**config.mk**
```make
export PLATFORM = sky130hd
export DESIGN_NAME = alu_mul
export DESIGN_NICKNAME = d
export VERILOG_FILES = /design/src/rtl/alu_mul_pkg.sv /design/src/rtl/alu_abs.sv /design/src/rtl/alu_mul.sv
export SDC_FILE = /design/constraint.sdc
export NUM_CORES = 1
export LEC_CHECK = 0
export CAP_MARGIN = 20
export CORE_ASPECT_RATIO = 0.8
export CORE_MARGIN = 4
export CORE_UTILIZATION = 45
export DETAILED_ROUTE_END_ITERATION = 16
export PLACE_DENSITY_LB_ADDON = 0.1
export RECOVER_POWER = 100
export SETUP_SLACK_MARGIN = 0.15
export SKIP_LAST_GASP = 1
export SLEW_MARGIN = 20
export SYNTH_ARGS = -nofsm -noshare
export SYNTH_HDL_FRONTEND = slang
export SYNTH_SLANG_ARGS = --single-unit
```
**constraint.sdc**
```tcl
create_clock -name clk -period 11.9 [get_ports clk]
set_input_delay 1.785 -clock clk [delete_from_list [all_inputs] [get_ports clk]]
set_output_delay 1.785 -clock clk [all_outputs]
set_load 0.01 [all_outputs]
```
**src/rtl/alu_mul_pkg.sv**
```systemverilog
// Shared ALU package: common operand width, multiplier state encoding and
// iteration counter width. Also used by the iterative divider.
package alu_mul_pkg;

    // Common operand width shared by the multiplier and divider.
    localparam int OPR_LEN = 32;

    // Iteration counter width, clog2(OPR_LEN).
    localparam int MUL_CNT_W = 5;

    // Multiplier sequencing states.
    typedef enum logic {
        MUL_IDLE = 1'b0,
        MUL_BUSY = 1'b1
    } mul_state_e;

endpackage : alu_mul_pkg

```
**src/rtl/alu_abs.sv**
```systemverilog
// Conditional two's complement negation. With neg_i driven by an operand's
// sign bit it yields the magnitude; with neg_i driven by a result sign it
// performs the final negation. Only instantiated when ALU_MUL_SIGNED_EN is
// defined.
module alu_abs #(
    parameter int WIDTH = 32
) (
    input  logic [WIDTH-1:0] val_i,
    input  logic             neg_i,
    output logic [WIDTH-1:0] mag_o
);

    // Negate when requested, otherwise pass the value through.
    always_comb begin
        mag_o = val_i;
        if (neg_i) begin
            mag_o = (~val_i) + {{(WIDTH-1){1'b0}}, 1'b1};
        end else begin
            mag_o = val_i;
        end
    end

endmodule : alu_abs

```
**src/rtl/alu_mul.sv**
```systemverilog
// Iterative radix-2 shift-add multiplier, WIDTH x WIDTH -> 2*WIDTH.
// Fixed latency of WIDTH cycles from the accept edge to READY rising.
// Optional macro ALU_MUL_SIGNED_EN adds an is_signed input: operands are
// converted to magnitudes at accept and the product is negated on the
// completion edge when the operand signs differ.
module alu_mul
    import alu_mul_pkg::*;
#(
    parameter int WIDTH = OPR_LEN,
    parameter int CNT_W = MUL_CNT_W
) (
    input  logic             clk,
    input  logic             rst,
    input  logic             start,
    input  logic [WIDTH-1:0] src_A,
    input  logic [WIDTH-1:0] src_B,
`ifdef ALU_MUL_SIGNED_EN
    input  logic             is_signed,
`endif
    output logic [WIDTH-1:0] product_hi,
    output logic [WIDTH-1:0] product_lo,
    output logic             READY,
    output logic             done
);

    localparam logic [CNT_W-1:0] LAST_ITER = CNT_W'(WIDTH - 1);

    mul_state_e           state_q, state_d;
    logic [CNT_W-1:0]     cnt_q, cnt_d;
    logic [WIDTH-1:0]     mcand_q, mcand_d;
    // Accumulator layout: {carry, hi, lo}.
    logic [2*WIDTH:0]     acc_q, acc_d;
    logic [2*WIDTH-1:0]   prod_q, prod_d;
    logic                 ready_q, ready_d;
    logic                 done_q, done_d;

    logic [WIDTH-1:0]     opa_s;
    logic [WIDTH-1:0]     opb_s;
    logic [WIDTH:0]       sum_s;
    logic [2*WIDTH:0]     step_s;
    logic [2*WIDTH-1:0]   result_s;

`ifdef ALU_MUL_SIGNED_EN
    logic                 neg_q, neg_d;
    logic                 neg_start_s;

    assign neg_start_s = is_signed & (src_A[WIDTH-1] ^ src_B[WIDTH-1]);

    alu_abs #(.WIDTH(WIDTH)) u_abs_a (
        .val_i (src_A),
        .neg_i (is_signed & src_A[WIDTH-1]),
        .mag_o (opa_s)
    );

    alu_abs #(.WIDTH(WIDTH)) u_abs_b (
        .val_i (src_B),
        .neg_i (is_signed & src_B[WIDTH-1]),
        .mag_o (opb_s)
    );

    // Final negation is folded into the completion edge.
    alu_abs #(.WIDTH(2*WIDTH)) u_neg_res (
        .val_i (step_s[2*WIDTH-1:0]),
        .neg_i (neg_q),
        .mag_o (result_s)
    );
`else
    assign opa_s    = src_A;
    assign opb_s    = src_B;
    assign result_s = step_s[2*WIDTH-1:0];
`endif

    // One shift-add iteration: conditional WIDTH+1-bit add into {carry,hi},
    // carry kept, then shift the whole accumulator right by one.
    always_comb begin
        sum_s = acc_q[2*WIDTH:WIDTH];
        if (acc_q[0]) begin
            sum_s = acc_q[2*WIDTH:WIDTH] + {1'b0, mcand_q};
        end else begin
            sum_s = acc_q[2*WIDTH:WIDTH];
        end
        step_s = {1'b0, sum_s, acc_q[WIDTH-1:1]};
    end

    // Next-state and datapath control for the IDLE/BUSY sequencer.
    always_comb begin
        state_d = state_q;
        cnt_d   = cnt_q;
        mcand_d = mcand_q;
        acc_d   = acc_q;
        prod_d  = prod_q;
        ready_d = ready_q;
        done_d  = 1'b0;
`ifdef ALU_MUL_SIGNED_EN
        neg_d   = neg_q;
`endif
        case (state_q)
            MUL_IDLE: begin
                if (start) begin
                    state_d = MUL_BUSY;
                    mcand_d = opa_s;
                    acc_d   = {1'b0, {WIDTH{1'b0}}, opb_s};
                    cnt_d   = {CNT_W{1'b0}};
                    ready_d = 1'b0;
`ifdef ALU_MUL_SIGNED_EN
                    neg_d   = neg_start_s;
`endif
                end else begin
                    state_d = MUL_IDLE;
                end
            end
            MUL_BUSY: begin
                acc_d = step_s;
                cnt_d = cnt_q + CNT_W'(1);
                if (cnt_q == LAST_ITER) begin
                    state_d = MUL_IDLE;
                    prod_d  = result_s;
                    ready_d = 1'b1;
                    done_d  = 1'b1;
                end else begin
                    state_d = MUL_BUSY;
                end
            end
            default: begin
                state_d = MUL_IDLE;
                ready_d = 1'b1;
            end
        endcase
    end

    // State and datapath registers with asynchronous reset.
    always_ff @(posedge clk or posedge rst) begin
        if (rst) begin
            state_q <= MUL_IDLE;
            cnt_q   <= {CNT_W{1'b0}};
            mcand_q <= {WIDTH{1'b0}};
            acc_q   <= {(2*WIDTH+1){1'b0}};
            prod_q  <= {(2*WIDTH){1'b0}};
            ready_q <= 1'b1;
            done_q  <= 1'b0;
`ifdef ALU_MUL_SIGNED_EN
            neg_q   <= 1'b0;
`endif
        end else begin
            state_q <= state_d;
            cnt_q   <= cnt_d;
            mcand_q <= mcand_d;
            acc_q   <= acc_d;
            prod_q  <= prod_d;
            ready_q <= ready_d;
            done_q  <= done_d;
`ifdef ALU_MUL_SIGNED_EN
            neg_q   <= neg_d;
`endif
        end
    end

    assign product_hi = prod_q[2*WIDTH-1:WIDTH];
    assign product_lo = prod_q[WIDTH-1:0];
    assign READY      = ready_q;
    assign done       = done_q;

endmodule : alu_mul

```
### Close-up of the layout, run 1

Region (68, 53) to (93, 78) um. Cells in grey, sequential cells in the stronger grey; small squares are vias.
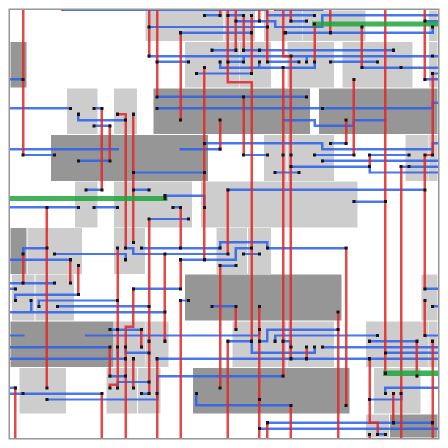
Key: met2 = red; met3 = green; met1 = blue
Most frequent: nand2_1 (6), dfrtp_1 (6), o21ai_0 (5). 38 logic cells have their middle in the window. Netlist names of flops here include `cnt_q` (3), `acc_q` (2). Sequential cells in the window: 6.

### Clock wires, drivers and flops, run 1

Scale: 4 px per um.
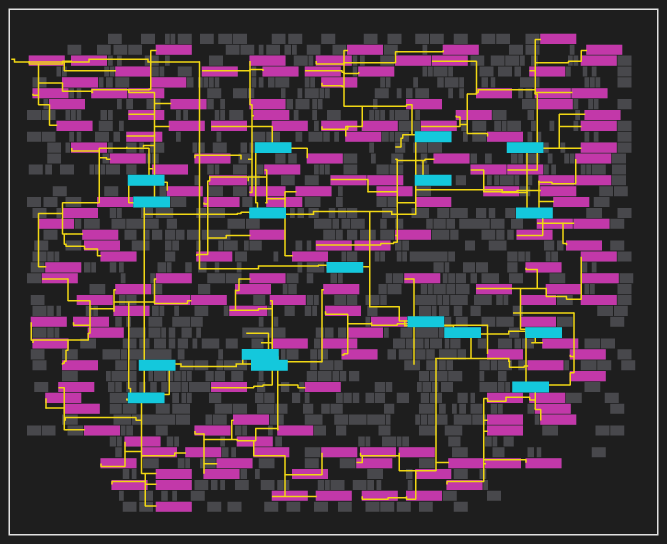
Key: flip-flops = magenta [count 168]; cells driving clock nets = cyan [count 17]; clock wires = yellow [length 2240 um]
Position of the flops: spread over the die.
Clock power frac: 18.4%
Latency at later pin: 430 ps
Clock Power: 584 uW

==> flow_summary.json, run 1 <==
{
  "outcome": "complete, but fails checks",
  "violations": "max-capacitance violations, max-slew violations",
  "avgSynthCellArea_um2": 10.1,
  "min_period_ps": 6970,
  "dpl_cell_area_um2": 10000,
  "timing.fmax_ghz": 0.143,
  "final-max-slew-violation-count": 225,
  "cap_violations": 3,
  "htree_levels": 4,
  "die_w_um": 162,
  "min-delay-start": "prod_q[23]",
  "via_count": 6386,
  "max_slew_margin_pct": -170,
  "rows": 44,
  "path_clk_slew_ps": 70,
  "grt_usage_pct": 19.2,
  "diodes": 0,
  "cts_sinks": 168,
  "critPathCapture": "mcand_q[23]",
  "setup_violations": 0,
  "area_leaders": "dfrtp_1, nand2_1, mux2i_1",
  "top_power_group": "combinational logic",
  "wl_per_cell_um": 16.4,
  "use_met3_pct": 3.64,
  "grt_max_degree": 94,
  "fp_nets": 948,
  "yosysSeqAreaShare_pct": 49.4,
  "worstSetupEndpointType": "register",
  "antenna_found_initial": 0,
  "ys_chip_area_um2": 8510,
  "r2r_start": "cnt_q[0]",
  "dp_slack_ps": 7530,
  "ctsHoldBuffers": 0,
  "r2r-end": "prod_q[31]",
  "synth_top_cell_by_count": "nand2_1",
  "hold_viol": 0,
  "synth-edff-count": 0,
  "met1_usage_pct": 28.9,
  "ys_async_sr_fraction_pct": 100,
  "whs_ps": 467,
  "yosys-stat-cells": 846,
  "drt_pass1_iterations": 4,
  "synth_cell_types": 61,
  "seq_power_uw": 1030,
  "clockRootBuffer": "clkbuf_16",
  "clock_skew_ps": 12.4,
  "die_area_um2": 21200
}
### Cell area per tile, run 1

Scale: 1.5 px per um. The die is cut into 16 by 13 equal tiles; black is low, pale yellow is high, 0 to 100% covered.
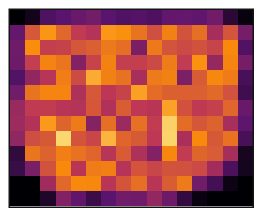
The densest ninth of the die: centre. The mean over all tiles is 49%. The fullest tile reaches 91%. 4.3% of the tiles are nearly empty. 6.2% of the tiles are over 75% full.
Core Util at FP: 46.4%
core area: 18300 um2
Layout Utilization: 57.9%

run 1: cell type report:
cell class              count  area [um2]
fillers                  1602        7710
clock inverters            14         184
well taps                 253         317
inverters                  12        46.3
flip-flops and latches    168        4210
repair buffers            141        1370
multi-input cells         617        4070
clock buffers              18         429
run 1: layer usage:
layer	part of all wire, %	routed length (um)	vias to the layer above
met1	52	10300	3035
met4	0.85	171	0
met5	0	0	-
met2	43	8630	134
met3	4.5	897	15
li1	-	-	3202
run 1: cells by family after synthesis:
kind of cell | count (synthesis) | synth area share, %
multiplexers | 92 | 11.3
XOR/XNOR | 25 | 2.57
flip-flops | 168 | 49.4
AND-OR/OR-AND | 192 | 14.6
adder cells (fa/ha/maj) | 35 | 5.24
buffers and inverters | 61 | 2.72
AND/OR/NAND/NOR | 273 | 14.1
### Placement by cell class, run 1

Scale: 2 px per um. Fill, decap, tap and diode cells in grey.
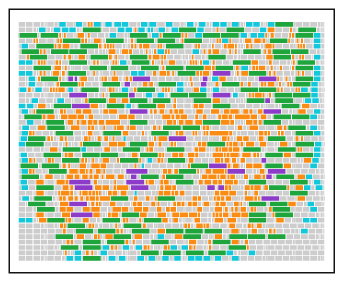

==> inputs of run 2 (changes only) <==
==> constraint.sdc (replaced) <==
create_clock -name clk -period 6.5 [get_ports clk]
set_input_delay 0.975 -clock clk [delete_from_list [all_inputs] [get_ports clk]]
set_output_delay 0.975 -clock clk [all_outputs]
set_load 0.01 [all_outputs]
### Placement by cell class, run 2

Scale: 2 px per um. Fill, decap, tap and diode cells in grey.
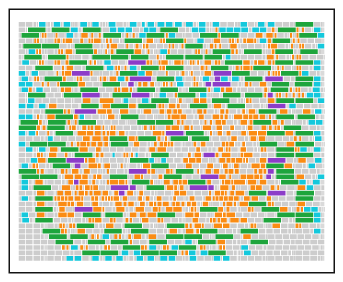
Key: other buffers and delay cells = cyan [cells 141, share of their area 13%]; all other logic = orange [cells 629, share of their area 40%]; clock drivers and dummy loads = purple [cells 31, share of their area 5.8%]; flip-flops = green [cells 168, share of their area 41%]

==> flow_summary.json, run 2 <==
{
  "yosys-stat-cells": 846,
  "grt_usage_pct": 19.0,
  "antenna_found_initial": 0,
  "setup_violations": 0,
  "dp_slack_ps": 2980,
  "synth-edff-count": 0,
  "initial_utilization_pct": 46.4,
  "clk_latency_ps": 430,
  "cap_violations": 3,
  "die_area_um2": 21200,
  "diodes": 0,
  "fp_nets": 948,
  "dpl_cell_area_um2": 10000,
  "min_path_type": "reg -> reg",
  "clock_skew_ps": 9.65,
  "wl_per_cell_um": 16.1,
  "clockRootBuffer": "clkbuf_16",
  "avgSynthCellArea_um2": 10.1,
  "clock_power_share_pct": 18.0,
  "cts_sinks": 168,
  "ys_sh_aoi_pct": 14.6,
  "grt_max_degree": 95,
  "path_clk_slew_ps": 70,
  "min-delay-start": "prod_q[28]",
  "rows": 44,
  "final-max-slew-violation-count": 145,
  "top_power_group": "combinational logic",
  "io_buffers": 132,
  "min_period_ps": 4500,
  "drt_pass1_iterations": 5,
  "violations": "max-capacitance violations, max-slew violations",
  "synthMuxAreaShare_pct": 11.3,
  "hold_viol": 0,
  "fin_util_pct": 57.5,
  "timing.fmax_ghz": 0.222,
  "core_area_um2": 18300,
  "synth_cell_types": 61,
  "ctsHoldBuffers": 0,
  "htree_levels": 4,
  "r2r_start": "acc_q[40]",
  "post_synth_xor_area_fraction_pct": 2.57,
  "r2r-end": "acc_q[62]",
  "die_w_um": 162,
  "ys_top_logic_family": "AND-OR/OR-AND gates",
  "worstSetupEndpointType": "register",
  "ys_async_sr_fraction_pct": 100,
  "adder_share_pct": 5.24,
  "path_max_fanout": 38,
  "outcome": "complete, but fails checks"
}
### Close-up of the layout, run 2

Region (68, 53) to (93, 78) um. Cells in grey, sequential cells in the stronger grey; small squares are vias.
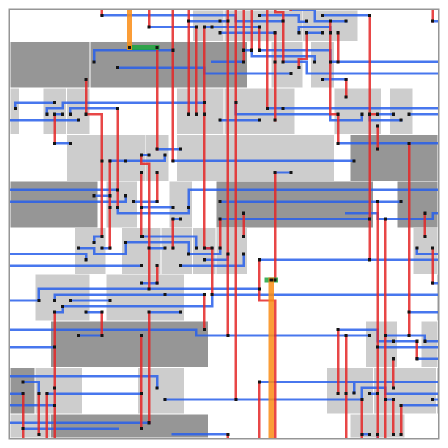
Key: met2 = red; met1 = blue; met4 = orange; met3 = green
Netlist names of flops here include `cnt_q` (4), `acc_q` (3). Sequential cells in the window: 7. Most frequent: dfrtp_1 (7), nand2_1 (6). 38 logic cells have their middle in the window.

-- run 2: cell counts after synthesis --
Identical to the previous run, type by type.
-- run 2: worst max path at each step --
stage,endpoint
finish,mcand_q[23]
global route,mcand_q[26]
CTS,prod_q[57]
detailed placement,mcand_q[26]
global placement,mcand_q[25]
floorplan,acc_q[0]
-- run 2: cell type report --
type,instances,area (um2)
Fill cell,1643,7780
Sequential cell,168,4210
Multi-Input combinational cell,617,4010
Timing Repair Buffer,141,1380
Clock buffer,17,425
Tap cell,253,317
Clock inverter,14,169
Inverter,12,46.3
-- run 2: per-layer routing --
metal	vias up	GRT usage (%)	wire length, um
met3	25	3.64	919
met2	143	26.8	8100
met1	3036	29.3	10300
met5	-	0	0
met4	0	6.32	340
li1	3200	-	-
No activity file was given, so power comes from the tool's default toggle rates.
